Figure 1. Pin placement.
Pins as bars across the die edge, other pins in grey.
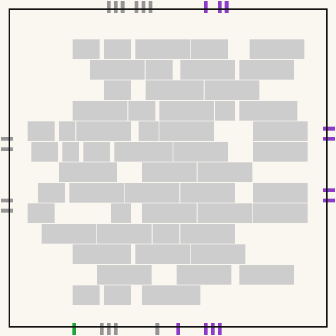
Figure 2. Signal wires on met3.
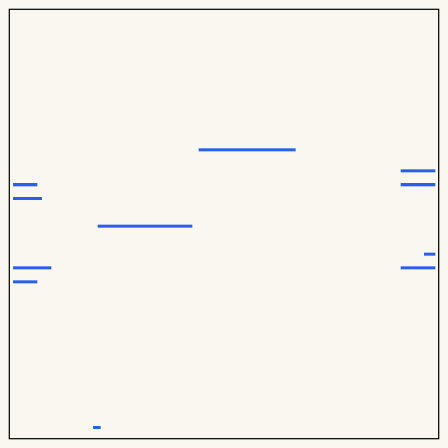
==> config.mk <==
export PLATFORM = sky130hd
export DESIGN_NAME = sram_rd_pipe
export DESIGN_NICKNAME = d
export VERILOG_FILES = /design/src/rtl/sram_test_pkg.sv /design/src/rtl/sram_rd_pipe.sv
export SDC_FILE = /design/constraint.sdc
export NUM_CORES = 1
export LEC_CHECK = 0
export CAP_MARGIN = 25
export CORE_MARGIN = 2
export CORE_UTILIZATION = 40
export DETAILED_ROUTE_END_ITERATION = 10
export PLACE_DENSITY = 0.78
export SYNTH_ARGS = -nofsm -noshare
export SYNTH_HDL_FRONTEND = slang
export SYNTH_SLANG_ARGS = --single-unit
==> constraint.sdc <==
create_clock -name CLK -period 1 [get_ports CLK]
set_input_delay 0.1 -clock CLK [delete_from_list [all_inputs] [get_ports CLK]]
set_output_delay 0.1 -clock CLK [all_outputs]
set_load 0.1 [all_outputs]
==> results.yml <==
# implementation run metrics
timing:
  tightest_slew_ps: 111
  fin_tns_setup_ps: 0
  hold_viol: 0
  fin_ws_ps: 41.9
  post-route-period-util_pct: 95.8
  drv_slew: 0
  fin_worst_skew_ps: 1.33
  max_freq_mhz: 1040
  finalSetupViolCount: 0
  rsz0062_at_grt: "false"
  finalCriticalPeriod_ps: 958
  whs_ps: 231
  maxSlewHeadroom_pct: 92.6
grt:
  busiest_layer: "met2"
  grt_pass1_vias: 277
  grtUsageTotal_pct: 9.36
  grt_max_degree: 14
  grt_use_met2_pct: 15.9
  antenna_found_initial: 0
  use_met1_pct: 7.65
  overflow: 0
  grt_pass1_wl_um: 1100
cts:
  cts_buffers: 3
  cts_htree_levels: 1
  tritoncts: "done"
  clk_latency_ps: 300
  clock-root-buffer: "clkbuf_4"
  cts_buffer_depth: 2
  clkSlewWorstSetupHoldPaths_ps: 110
  cts_hold_buf: 0
  cts_resized: 0
  cts.sinks: 24
power_and_ir_drop:
  powerSeq_mw: 1.03
  peakVddDrop_uv: 1110
  p_comb_mw: 0.338
  cellLeakagePower_nw: 0.391
  p_switching_mw: 0.473
  cellPowerDensity_nw_per_um2: 1990
  maxPowerGroup: "sequential cells"
  clock_power_share_pct: 25.5
  p_int_mw: 1.37
  powerClk_mw: 0.470
  seqPwrFrac_pct: 56.2
  p_sw_share_pct: 25.6
cells_and_area:
  largest_reg_flops: 22
  non_clock_buffer_count: 25
  syn_to_final_growth_pct: 60.9
  sh_seq_area_pct: 52.7
  clock_area_share_pct: 3.92
  sh_comb_area_pct: 1.35
  n_clock_buffer: 4
  instances_no_fill: 70
  fill_cells: 80
  lay_top_cells: "dfxtp_1 (18), clkdlybuf4s50_1 (13), buf_12 (12), dfxtp_2 (6), clkbuf_4 (3)"
  logic_gate_count: 2
  layout.area.comb_sq_um: 12.5
  num_antenna_cells: 0
  regArea_sq_um: 488
  inv_count: 0
  layout.nets: 70
  buffer_area_share_pct: 40.0
  ff_count: 24
  fin_area_sq_um: 926
  drive_gt1_share_pct: 40.0
  post-route-util_pct: 70.3
yosys:
  syn_nets: 51
  ys.flops: 24
  synthArstFlopShare_pct: 0
  xor_share_pct: 0
  synth-main-ff-cell: "dfxtp_1"
  synthAoiAreaFrac_pct: 0
  muxShareOfSynthArea_pct: 0
  ys_warn_count: 0
  syn_inst: 37
  yosys_cells: 37
  syn_area_per_cell_sq_um: 15.6
  synth.logic.top_family: "buffers and inverters"
  top_cells_by_count: "dfxtp_1 (24), buf_4 (11), nor2b_1 (2)"
  netlist_area_sq_um: 576
  adder_share_pct: 0
  synth_cell_type_count: 3
  most_common_cell: "dfxtp_1"
  topCellsByArea: "dfxtp_1 (83%), buf_4 (14%), nor2b_1 (2.2%)"
  yosys_area_sq_um: 576
  yosysSeqAreaShare_pct: 83.5
  yosys.area.top_type: "dfxtp_1"
setup_path:
  cp.arrival_ps: 860
  path_cells: "buf_12"
  startpoint_type: "flop"
  cp.required_ps: 900
  crit_buf_inv: 1
  cp_top_family: "flip-flops"
  cp-end-kind: "primary output"
  critical_path_depth: 1
  r2r_slack_ps: 470
  reg2reg_depth: 1
  worst_path_largest_cell_delay_ps: 380
  critPathMaxFanout: 1
hold_path:
  hold_path.class: "in2reg"
  whs_path_depth: 1
drt:
  viasPerCell: 3.87
  wl_per_cell_um: 10.2
  detail-route-antenna-nets: 0
  top_layer_used: "met4"
  wl_met2_um: 417
  drt-met1-wl_um: 239
  vias: 271
  drtPass1Iterations: 1
  met3_wirelength_um: 38
  drt_iter0_markers: 0
  route.detailed.drc: 0
job:
  cap_violations: 0
  warning_count: 26
placed_design:
  dp_worst_setup_slack_ps: 262
  gp_congestion: 0.573
  placedCellCount: 66
  dpl_cell_area_sq_um: 883
run_status:
  status: "finished clean"
floorplan:
  coreArea_sq_um: 1320
  num_rows: 13
  ios: 26
  initCoreUtil_pct: 43.7
  fp.dieArea_sq_um: 1760
Back to the opening pictures, Figure 1:
Purple shows out_addr, pins 11, direction output, edge 4 east, 4 south, 3 north. Green shows CLK, pins 1, direction input, edge south.
All pins by edge: 9 south, 9 north, 4 west, 4 east.
DIE WIDTH: 41.9 um
port bufs: 25

Back to the opening pictures, Figure 2:
The layer carries 38.7 um of wire. The layer holds 5.4% of the routed length. 10 nets have wire on it. The longest straight run is 9.20 um.
met3 Usage GRT: 3.91%
WL final: 715 um

